run_1/placed.png
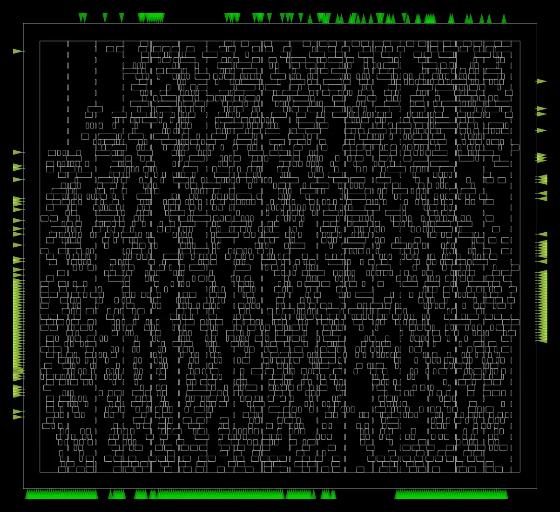
run_1/m3.png
Drawn at 1 px/um.
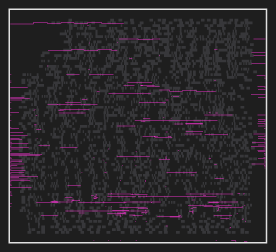
run_1/sizing.png
Drawn at 1.5 px/um.
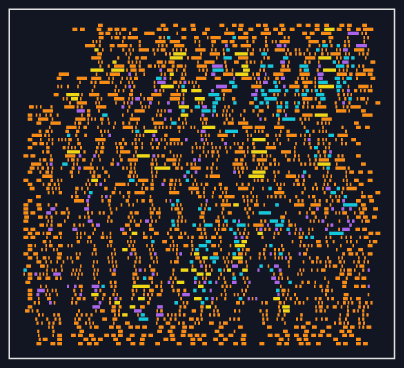
File: config.mk
export PLATFORM = sky130hd
export DESIGN_NAME = wait_event_engine_flat
export DESIGN_NICKNAME = d
export VERILOG_FILES = /design/src/rtl/wait_event_engine_if.sv /design/src/rtl/wait_event_engine.sv /design/src/flat_wrapper.sv
export SDC_FILE = /design/constraint.sdc
export NUM_CORES = 1
export LEC_CHECK = 0
export ABC_AREA = 1
export CELL_PAD_IN_SITES_DETAIL_PLACEMENT = 1
export CELL_PAD_IN_SITES_GLOBAL_PLACEMENT = 2
export CORE_ASPECT_RATIO = 0.9
export CORE_MARGIN = 8
export CORE_UTILIZATION = 21
export CTS_CLUSTER_DIAMETER = 100
export DETAILED_ROUTE_END_ITERATION = 7
export GPL_TIMING_DRIVEN = 0
export PLACE_DENSITY_LB_ADDON = 0.1
export SLEW_MARGIN = 20
export SYNTH_ARGS = -nofsm -noshare
export SYNTH_HDL_FRONTEND = slang
export SYNTH_SLANG_ARGS = --single-unit
File: constraint.sdc
create_clock -name clk -period 2.5 [get_ports clk]
set_input_delay 0.5 -clock clk [delete_from_list [all_inputs] [get_ports clk]]
set_output_delay 0.5 -clock clk [all_outputs]
set_load 0.01 [all_outputs]
File: src/rtl/wait_event_engine_if.sv
// Command/status bundle for wait_event_engine.
//   master : sequencer side; drives cmd_valid, cmd_sel, cmd_mode, cmd_value, cmd_occ,
//            cmd_timeout and abort; observes cmd_ready, busy, done, timeout, err, elapsed.
//   slave  : engine side; the mirror image of master.
interface wait_event_engine_if #(
  parameter int unsigned CH_NB     = 8,
  parameter int unsigned CH_WIDTH  = 32,
  parameter int unsigned OCC_WIDTH = 8,
  parameter int unsigned TMO_WIDTH = 32
);
  localparam int unsigned SelW = (CH_NB > 1) ? $clog2(CH_NB) : 1;

  logic                 cmd_valid;
  logic                 cmd_ready;
  logic [SelW-1:0]      cmd_sel;
  logic [2:0]           cmd_mode;
  logic [CH_WIDTH-1:0]  cmd_value;
  logic [OCC_WIDTH-1:0] cmd_occ;
  logic [TMO_WIDTH-1:0] cmd_timeout;
  logic                 abort;
  logic                 busy;
  logic                 done;
  logic                 timeout;
  logic                 err;
  logic [TMO_WIDTH-1:0] elapsed;

  modport master (
    output cmd_valid, cmd_sel, cmd_mode, cmd_value, cmd_occ, cmd_timeout, abort,
    input  cmd_ready, busy, done, timeout, err, elapsed
  );

  modport slave (
    input  cmd_valid, cmd_sel, cmd_mode, cmd_value, cmd_occ, cmd_timeout, abort,
    output cmd_ready, busy, done, timeout, err, elapsed
  );
endinterface

File: src/rtl/wait_event_engine.sv
// Command-driven multi-channel event waiter.
// A command selects one of CH_NB channels, a detection mode (RISE, FALL, HIGH, LOW, MATCH,
// CHANGE), an occurrence/stability count and an optional timeout. The engine waits, then
// pulses done or timeout for one cycle and reports the number of WAIT cycles consumed.
// Ports:
//   clk          : clock, all logic on the rising edge
//   rst_n        : synchronous active-low reset
//   wait_signals : CH_NB channels, channel c at [c*CH_WIDTH +: CH_WIDTH]
//   bus          : command/status bundle (wait_event_engine_if.slave)
// Build option: define WAIT_EVENT_TIMEOUT_EN to build the timeout comparator; without it
// cmd_timeout is ignored and the timeout output is tied low.
module wait_event_engine #(
  parameter int unsigned CH_NB     = 8,
  parameter int unsigned CH_WIDTH  = 32,
  parameter int unsigned OCC_WIDTH = 8,
  parameter int unsigned TMO_WIDTH = 32
) (
  input logic                      clk,
  input logic                      rst_n,
  input logic [CH_NB*CH_WIDTH-1:0] wait_signals,
  wait_event_engine_if.slave       bus
);

  localparam int unsigned SelW = (CH_NB > 1) ? $clog2(CH_NB) : 1;

  localparam logic [2:0] ModeRise   = 3'd0;
  localparam logic [2:0] ModeFall   = 3'd1;
  localparam logic [2:0] ModeHigh   = 3'd2;
  localparam logic [2:0] ModeLow    = 3'd3;
  localparam logic [2:0] ModeMatch  = 3'd4;
  localparam logic [2:0] ModeChange = 3'd5;

  typedef enum logic [1:0] {StIdle, StWait, StDone} state_e;

  state_e               state_q, state_d;
  logic [2:0]           mode_q;
  logic [SelW-1:0]      sel_q;
  logic [CH_WIDTH-1:0]  value_q;
  logic [OCC_WIDTH-1:0] target_q;
  logic [CH_WIDTH-1:0]  prev_q, prev_d;
  logic [OCC_WIDTH-1:0] occ_q, occ_d;
  logic [TMO_WIDTH-1:0] elapsed_q, elapsed_d;
  logic                 done_q, done_d;
  logic                 err_q, err_d;
  logic                 accept;
  logic                 illegal;
  logic                 hit;
  logic                 level;
  logic                 reached;
  logic                 tmo_hit;
  logic [OCC_WIDTH:0]   occ_inc;
  logic [TMO_WIDTH-1:0] elapsed_inc;
  logic [CH_WIDTH-1:0]  cur_wait;
  logic [CH_WIDTH-1:0]  cur_cmd;

  function automatic logic [CH_WIDTH-1:0] pick(input logic [CH_NB*CH_WIDTH-1:0] ws,
                                               input logic [SelW-1:0] s);
    logic [CH_WIDTH-1:0] r;
    r = '0;
    for (int unsigned c = 0; c < CH_NB; c++) begin
      if (32'(s) == c) r = ws[c*CH_WIDTH +: CH_WIDTH];
    end
    return r;
  endfunction

  assign cur_wait = pick(wait_signals, sel_q);
  assign cur_cmd  = pick(wait_signals, bus.cmd_sel);
  assign illegal  = (bus.cmd_mode > ModeChange) || (32'(bus.cmd_sel) >= CH_NB);
  assign accept   = (state_q == StIdle) && bus.cmd_valid && !illegal;

  // Condition of the current sample against the previous one. level marks the modes whose
  // run count must be consecutive.
  always_comb begin
    hit   = 1'b0;
    level = 1'b0;
    case (mode_q)
      ModeRise:   hit = ~prev_q[0] & cur_wait[0];
      ModeFall:   hit = prev_q[0] & ~cur_wait[0];
      ModeHigh:   begin hit = cur_wait[0];  level = 1'b1; end
      ModeLow:    begin hit = ~cur_wait[0]; level = 1'b1; end
      ModeMatch:  begin hit = (cur_wait == value_q); level = 1'b1; end
      ModeChange: hit = (cur_wait != prev_q);
      default:    hit = 1'b0;
    endcase
  end

  assign occ_inc     = {1'b0, occ_q} + {{OCC_WIDTH{1'b0}}, 1'b1};
  assign reached     = hit && (occ_inc >= {1'b0, target_q});
  assign elapsed_inc = (&elapsed_q) ? elapsed_q : elapsed_q + TMO_WIDTH'(1);

`ifdef WAIT_EVENT_TIMEOUT_EN
  logic [TMO_WIDTH-1:0] tmo_lim_q;
  logic                 timeout_q, timeout_d;

  // Compares the post-increment count so a limit of T ends the wait on the T-th sample.
  assign tmo_hit = (tmo_lim_q != '0) && (elapsed_inc == tmo_lim_q);

  always_ff @(posedge clk) begin
    if (!rst_n) begin
      tmo_lim_q <= '0;
      timeout_q <= 1'b0;
    end else begin
      if (accept) tmo_lim_q <= bus.cmd_timeout;
      timeout_q <= timeout_d;
    end
  end

  assign bus.timeout = timeout_q;
`else
  assign tmo_hit     = 1'b0;
  assign bus.timeout = 1'b0;
`endif

  always_comb begin
    state_d   = state_q;
    prev_d    = prev_q;
    occ_d     = occ_q;
    elapsed_d = elapsed_q;
    done_d    = 1'b0;
    err_d     = 1'b0;
`ifdef WAIT_EVENT_TIMEOUT_EN
    timeout_d = 1'b0;
`endif
    case (state_q)
      StIdle: begin
        if (bus.cmd_valid) begin
          if (illegal) begin
            err_d = 1'b1;
          end else begin
            // Seed prev with the acceptance sample so an edge already present is ignored.
            prev_d    = cur_cmd;
            occ_d     = '0;
            elapsed_d = '0;
            state_d   = StWait;
          end
        end
      end
      StWait: begin
        if (bus.abort) begin
          state_d = StIdle;
        end else begin
          elapsed_d = elapsed_inc;
          prev_d    = cur_wait;
          if (reached) begin
            // A hit beats a timeout landing on the same sample.
            occ_d   = occ_inc[OCC_WIDTH-1:0];
            done_d  = 1'b1;
            state_d = StDone;
          end else begin
            if (hit) begin
              occ_d = occ_inc[OCC_WIDTH-1:0];
            end else if (level) begin
              occ_d = '0;
            end
            if (tmo_hit) begin
`ifdef WAIT_EVENT_TIMEOUT_EN
              timeout_d = 1'b1;
`endif
              state_d   = StDone;
            end
          end
        end
      end
      StDone:  state_d = StIdle;
      default: state_d = StIdle;
    endcase
  end

  always_ff @(posedge clk) begin
    if (!rst_n) begin
      state_q   <= StIdle;
      prev_q    <= '0;
      occ_q     <= '0;
      elapsed_q <= '0;
      done_q    <= 1'b0;
      err_q     <= 1'b0;
    end else begin
      state_q   <= state_d;
      prev_q    <= prev_d;
      occ_q     <= occ_d;
      elapsed_q <= elapsed_d;
      done_q    <= done_d;
      err_q     <= err_d;
    end
  end

  always_ff @(posedge clk) begin
    if (!rst_n) begin
      mode_q   <= '0;
      sel_q    <= '0;
      value_q  <= '0;
      target_q <= '0;
    end else if (accept) begin
      mode_q   <= bus.cmd_mode;
      sel_q    <= bus.cmd_sel;
      value_q  <= bus.cmd_value;
      // A count of 0 behaves as 1.
      target_q <= (bus.cmd_occ == '0) ? OCC_WIDTH'(1) : bus.cmd_occ;
    end
  end

  assign bus.cmd_ready = (state_q == StIdle);
  assign bus.busy      = (state_q != StIdle);
  assign bus.done      = done_q;
  assign bus.err       = err_q;
  assign bus.elapsed   = elapsed_q;

endmodule

File: src/flat_wrapper.sv
// flat-port wrapper written by rule: the top's interface ports become plain ports
module wait_event_engine_flat 
#(
  parameter int unsigned CH_NB     = 8,
  parameter int unsigned CH_WIDTH  = 32,
  parameter int unsigned OCC_WIDTH = 8,
  parameter int unsigned TMO_WIDTH = 32
)
  (clk, rst_n, wait_signals, bus_cmd_valid, bus_cmd_sel, bus_cmd_mode, bus_cmd_value, bus_cmd_occ, bus_cmd_timeout, bus_abort, bus_cmd_ready, bus_busy, bus_done, bus_timeout, bus_err, bus_elapsed);
  wait_event_engine_if #(.CH_NB(CH_NB), .CH_WIDTH(CH_WIDTH), .OCC_WIDTH(OCC_WIDTH), .TMO_WIDTH(TMO_WIDTH)) bus_i ();
  input logic clk;
  input logic rst_n;
  input logic [CH_NB*CH_WIDTH-1:0] wait_signals;
  input wire logic [$bits(bus_i.cmd_valid)-1:0] bus_cmd_valid;
  input wire logic [$bits(bus_i.cmd_sel)-1:0] bus_cmd_sel;
  input wire logic [$bits(bus_i.cmd_mode)-1:0] bus_cmd_mode;
  input wire logic [$bits(bus_i.cmd_value)-1:0] bus_cmd_value;
  input wire logic [$bits(bus_i.cmd_occ)-1:0] bus_cmd_occ;
  input wire logic [$bits(bus_i.cmd_timeout)-1:0] bus_cmd_timeout;
  input wire logic [$bits(bus_i.abort)-1:0] bus_abort;
  output wire logic [$bits(bus_i.cmd_ready)-1:0] bus_cmd_ready;
  output wire logic [$bits(bus_i.busy)-1:0] bus_busy;
  output wire logic [$bits(bus_i.done)-1:0] bus_done;
  output wire logic [$bits(bus_i.timeout)-1:0] bus_timeout;
  output wire logic [$bits(bus_i.err)-1:0] bus_err;
  output wire logic [$bits(bus_i.elapsed)-1:0] bus_elapsed;
  assign bus_i.cmd_valid = bus_cmd_valid;
  assign bus_i.cmd_sel = bus_cmd_sel;
  assign bus_i.cmd_mode = bus_cmd_mode;
  assign bus_i.cmd_value = bus_cmd_value;
  assign bus_i.cmd_occ = bus_cmd_occ;
  assign bus_i.cmd_timeout = bus_cmd_timeout;
  assign bus_i.abort = bus_abort;
  assign bus_cmd_ready = bus_i.cmd_ready;
  assign bus_busy = bus_i.busy;
  assign bus_done = bus_i.done;
  assign bus_timeout = bus_i.timeout;
  assign bus_err = bus_i.err;
  assign bus_elapsed = bus_i.elapsed;
  wait_event_engine #(.CH_NB(CH_NB), .CH_WIDTH(CH_WIDTH), .OCC_WIDTH(OCC_WIDTH), .TMO_WIDTH(TMO_WIDTH)) u_core (.clk(clk), .rst_n(rst_n), .wait_signals(wait_signals), .bus(bus_i));
endmodule
==> Slide: Implementation Results, run 1 <==
Physical Implementation Snapshot

Run status
  • Status: complete, but fails checks
  • Failing checks: setup timing

Power
  • Proportion of power drawn by combinational gates: 0.419
  • Top pwr grp: combinational logic
  • Switching share of power: 0.388
  • Clock share of power: 0.327
  • Total Power: 8.68 mW
  • Seq pwr share: 0.254
  • P_clk: 2.84 mW

Die
  • Core box area: between 50,000 and 60,000 um2
  • IO Count: roughly 380
  • Die width: 256 um
  • Rows: about 80

Route
  • Via/cell ratio: approximately 4.9
  • Met2 wire len: ~34,000 um
  • 1st-pass router iterations: 5

Synthesis
  • Syn avg cell area: roughly 5.7 um2
  • Asr flop ratio synth: 0
  • Syn_nets: ~2,300
  • Simple share: 0.414
  • Post-synth EDFFs: 0
  • Ys flop type: dfxtp_1
  • Dominant comb cell: simple AND/OR/NAND/NOR gates

Worst setup path
  • Worst EP required: ~2.9 ns
  • Worst-path maximum fanout: 11
  • CP startpoint: u_core.sel_q[0]$_SDFFE_PN0P_
  • Reg2reg start: u_core.sel_q[0]$_SDFFE_PN0P_

Clocking
  • Clock Latency Late Sink: 0.45 ns
  • H-Tree Depth: 4
  • CTS buffer count: 17
  • Post-CTS Hold Buffers: 0
  • Number of clock sinks: ~120

Global route
  • Total grt overflow: 0
  • Vias in the first global route: approximately 16,000
  • GRT Total Usage: 0.228
  • First-pass GRT wire length: a little over 100,000 um

Final timing
  • Sum of negative setup slack: -6.29 ns
  • FMAX: approximately 0.32 GHz
  • Worst-Margin Slew: 1.09 ns
  • Finish-stage setup viols: 11
  • Fin. max-slew vios: 0
  • Slew margin rel.: 0.272
  • Final worst slack: -0.596 ns

Worst hold path
  • Hold Path Stages: 3

Placement
  • Placed cell count: about 3,000
  • Placed Area: roughly 15,000 um2
  • Pre-CTS setup slack: -1.52 ns
  • IO buf count: roughly 340

Final layout
  • FILL cells: between 6,000 and 7,000

Job
  • Tool warnings: between 60 and 70
  • Maxcap violations: 0
-- placed.png (at the start) --
Seq area share: 0.141
FFs & Latches: 122
Tapcells: 688

-- m3.png (at the start) --
main direction	horizontal
nets with wire on the layer	211
met3 Usage GRT: 0.0299
Post-Route WL: 70,900 um
vias after detailed routing: 15,000

-- sizing.png (at the start) --
size	colour	cells	share
x6 and larger	yellow	63	2.7%
x1 and smaller	orange	1,981	85%
x2	purple	151	6.5%
x3 and x4	cyan	141	6.0%
final worst slack: -0.596 ns
Area Overhead vs Synth: 60.8%

run 1: cell type report:
type | count | area share
multi-input cells | 1420 | 0.444
repair buffers | 404 | 0.228
flip-flops and latches | 122 | 0.141
inverters | 257 | 0.0571
well taps | 688 | 0.0492
plain buffers | 101 | 0.0406
clock buffers | 20 | 0.0267
clock inverters | 12 | 0.0107
diodes | 25 | 0.00358
run 1: synth_stat cells (14+ instances only):
library cell  instances  area (um2)
a22oi_1              15         113
or2_2                29         181
a21oi_1             148         741
o2111ai_1            14         123
buf_2                23         115
nand4_1              56         350
nand3_1             173         866
nand3b_1             26         195
clkbuf_1             64         240
nor3_1               19        95.1
inv_1               247         927
a221oi_1             17         149
o21ai_0             128         641
dfxtp_1             122        2440
nand2_1             515        1930
o211ai_1             39         293
nor2_1              139         522
run 1: per-layer routing:
layer | track usage | up-vias
met5 | 0 | -
met4 | 0.0782 | 0
met3 | 0.0299 | 85
met2 | 0.382 | 370
met1 | 0.301 | 7389
li1 | - | 7184
run 1: flip-flops by register name, indices dropped and copies added, names as in the netlist, 2 cells and up:
name / count
u_core.value_q: 32
u_core.state_q: 2
u_core.occ_q: 8
u_core.bus.elapsed: 32
u_core.sel_q: 3
u_core.target_q: 8
u_core.mode_q: 3
u_core.prev_q: 32
run 1: worst max-delay path, stage by stage (launching register included):
cell and delay [ns]:
dfxtp_1 0.31, buf_6 0.14, nor2_4 0.15, nand2_4 0.10, buf_8 0.15, buf_8 0.14
or2_0 0.22, nand2_1 0.09, nand4_1 0.14, nand2_2 0.17, nand2_2 0.08, nand2_1 0.08
nand2_1 0.05, nor2_1 0.08, nand2_1 0.09, nor2_4 0.17, nand2_1 0.09, nor2_1 0.13
nand2_1 0.11, nand3_4 0.14, buf_4 0.13, nand4_1 0.09, a21oi_2 0.16
--- run 2 (diff from run 1) ---
--- a/config.mk
+++ b/config.mk
@@ -6,15 +6,14 @@
 export NUM_CORES = 1
 export LEC_CHECK = 0
 export ABC_AREA = 1
-export CELL_PAD_IN_SITES_DETAIL_PLACEMENT = 1
-export CELL_PAD_IN_SITES_GLOBAL_PLACEMENT = 2
 export CORE_ASPECT_RATIO = 0.9
 export CORE_MARGIN = 8
-export CORE_UTILIZATION = 21
+export CORE_UTILIZATION = 42
 export CTS_CLUSTER_DIAMETER = 100
+export CTS_CLUSTER_SIZE = 16
 export DETAILED_ROUTE_END_ITERATION = 7
 export GPL_TIMING_DRIVEN = 0
-export PLACE_DENSITY_LB_ADDON = 0.1
+export PLACE_DENSITY = 0.78
 export SLEW_MARGIN = 20
 export SYNTH_ARGS = -nofsm -noshare
 export SYNTH_HDL_FRONTEND = slang
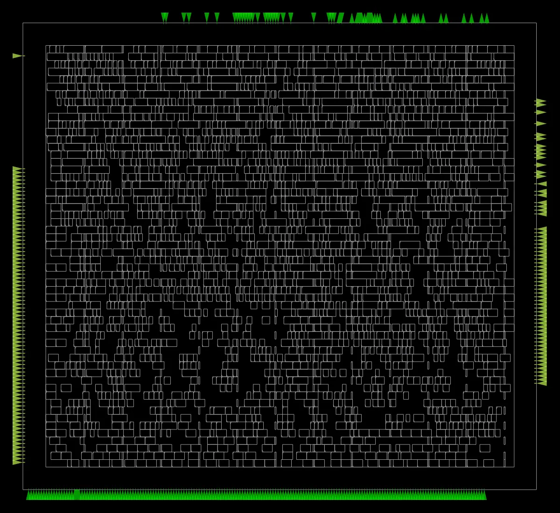
run_2/placed.png
Final Non-Filler Cells: 2,682
Rows: 56
FILL cells: 2,438
core box area: 25,800 um2
Seq area share: 0.149

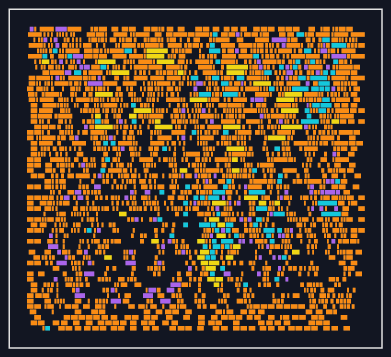
run_2/sizing.png
Drawn at 2 px/um.
size	colour	cells	share
x6 and larger	yellow	51	2.2%
x1 and smaller	orange	2,032	88%
x3 and x4	cyan	105	4.5%
x2	purple	129	5.6%
Final Cell Area: 16,500 um2
final worst slack: -0.529 ns
buffers outside the clock class: 486

==> run 2 against run 1 <==
  * The flow still finishes with violations (setup timing)
  * Hold slack improved by 0.10 ns
  * Flip-flop count did not move
  * Combinational power fell by 8.2%
  * Clock power fell by 7.7%
  * Critical path depth fell by 2
  * Register-to-register slack improved by 0.07 ns
  * Final cell count fell by 12%
  * First-iteration DRC count rose to 2.6 times the previous value
  * Setup slack improved by 0.067 ns
  * Non-clock buffer count fell by 19
  * Maximum frequency rose by 2.2%
  * Power fell by 6.0%
  * Critical endpoint is now u_core.occ_q[1]$_SDFFE_PN0P_
  * Largest power group unchanged
==> Slide: Implementation Results, run 2 <==
Physical Implementation Snapshot

Synthesis
  • Post-synth EDFFs: 0 (unchanged)
  • Dominant comb cell: simple AND/OR/NAND/NOR gates
  • Syn avg cell area: 5.72 um2 (unchanged)
  • Ys flop type: dfxtp_1
  • Simple share: 0.414 (unchanged)
  • Cell taking the most area after synthesis: dfxtp_1
  • Asr flop ratio synth: 0 (unchanged)
  • Syn_nets: 2,250 (unchanged)
  • YS chip area: 10,900 um2
  • Commonest cells post-synth: 515 x nand2_1, 247 x inv_1, 173 x nand3_1
  • Cell area leaders: dfxtp_1 22%, nand2_1 18%, inv_1 8.5%
  • Top cell area share: 0.225 (unchanged)
  • Yosys top cell by instances: nand2_1

Run status
  • Failing checks: setup timing
  • Status: complete, but fails checks

Global route
  • Largest net degree at the start of global routing: 17
  • First-pass GRT wire length: 87,400 um (-14%)
  • GRT Total Usage: 0.365 (+0.137)
  • Routing usage on met2: 0.583 (+0.201)
  • Vias in the first global route: 15,000 (-5.3%)
  • Total grt overflow: 0 (unchanged)
  • Most Crowded Layer GR: met2
  • Met1 Track Usage GR: 0.452 (+0.151)
  • Initial antenna violation count: 17
  • Met3 Usage GRT: 0.0932 (+0.0634)

Final timing
  • Min Tclk post-route: 3.03 ns
  • FMAX: 0.330 GHz (+2.2%)
  • Fin. max-slew vios: 0 (unchanged)
  • Final worst slack: -0.529 ns (+0.0667 ns)
  • Slew margin rel.: 0.331 (+0.0594)
  • Finish-stage setup viols: 15 (+4)
  • Worst-Margin Slew: 1.00 ns (-0.0891 ns)

Clocking
  • Post-CTS Hold Buffers: 0 (unchanged)
  • CTS buffer count: 17 (unchanged)
  • H-Tree Depth: 4 (unchanged)
  • Clock Tree Buf Depth: 2
  • Post-CTS Setup Repair Bufs: 31
  • Clock Latency Late Sink: 0.43 ns (-0.02 ns)
  • Number of clock sinks: 122 (unchanged)

Worst setup path
  • CP dominant cell by count: nand2_1
  • Crit path buf inv count: 4 (unchanged)
  • Worst EP arrival: roughly 3.4 ns
  • Worst EP required: 2.82 ns (-0.05 ns)
  • Worst-path maximum fanout: 10 (-1)
  • Slowest-stage cell, CP: dfxtp_1
  • CP Cell Sequence: buf_6 > inv_1 > nor3_4 > inv_2 > clkbuf_4 > or2_1 > nand2_1 > nand2_1 > nand2_1 > nand2_1 > nor2_1 > nand2_1 > nor2_2 > nand2_1 > nand2_2 > nand3_4 > nand2_4 > nor2_1 > nor2_1 > nor2_1
  • Top delay family on crit path: simple AND/OR/NAND/NOR gates
  • Worst path max stage delay: 0.33 ns (+0.02 ns)

Route
  • 1st-pass router iterations: 6 (+1)
  • Drt wl/cell: about 22 um
  • Vias after detailed routing: 15,700 (+4.3%)
  • Via/cell ratio: 5.84 (+19%)
  • ANT nets after route: 0
  • Met2 wire len: 26,900 um (-21%)
  • Post-Route WL: 59,400 um (-16%)

Die
  • Die width: 186 um (-27%)
  • IO Count: 375 (unchanged)

Job
  • Maxcap violations: 0 (unchanged)
  • Tool warnings: 61 (unchanged)

Power
  • Total Power: 8.16 mW (-6.0%)

Placement
  • Placed Area: 14,700 um2 (-3.0%)
  • Dpl hpwl: between 40,000 and 50,000 um
  • IO buf count: 341 (unchanged)
  • Final Wtd Congestion: ~1.0

Final layout
  • Area Overhead vs Synth: 51.5%
run 2: cell families after synthesis:
| logic type | count (synthesis) |
|---|---|
| compound gates | 388 |
| simple gates | 1009 |
| buf+inv | 358 |
| flops | 122 |
| xor+xnor | 10 |
| other cells | 1 |
| fa+ha+maj | 12 |
run 2: through the flow:
step | cells | worst slack, ns | setup TNS, ns
finish | 2682 | -0.529 | -5.16
global route | 2682 | -0.692 | -7.49
CTS | 2653 | -0.411 | -4.17
detailed placement | 2589 | -1.28 | -58.63
global placement | 2589 | -1.34 | -65.70
floorplan | 1900 | 0.00332 | 0
run 2: report_power, final:
part / internal, mW / total, mW / switching (mW) / leakage [nW]
registers: 2.09 / 2.20 / 0.106 / 1.01
clock network: 1.59 / 2.62 / 1.03 / 0.305
logic: 1.34 / 3.34 / 2.00 / 5.96
run 2: worst paths after layout:
check	from	endpoint	slack (ns)	cells past startpoint
setup / recovery	u_core.sel_q[0]$_SDFFE_PN0P_	u_core.occ_q[1]$_SDFFE_PN0P_	-0.53	20
hold / removal	u_core.bus.elapsed[21]$_SDFFE_PN0P_	u_core.bus.elapsed[21]$_SDFFE_PN0P_	0.47	1
setup reg to reg	u_core.sel_q[0]$_SDFFE_PN0P_	u_core.occ_q[1]$_SDFFE_PN0P_	-0.53	20
hold reg to reg	u_core.bus.elapsed[21]$_SDFFE_PN0P_	u_core.bus.elapsed[21]$_SDFFE_PN0P_	0.47	1
run 2: final cells by class:
class                      count  area, um2  area share
timing repair buffer         385       3770       0.229
clock inverter                15        190      0.0115
sequential                   122       2460       0.149
tap                          348        435      0.0264
antenna                       17       42.5     0.00258
inverter                     257        987      0.0599
multi-input combinational   1420       7510       0.456
clock buffer                  17        425      0.0258
buffer                       101        657      0.0399
Power is estimated from default activity; no workload was simulated.
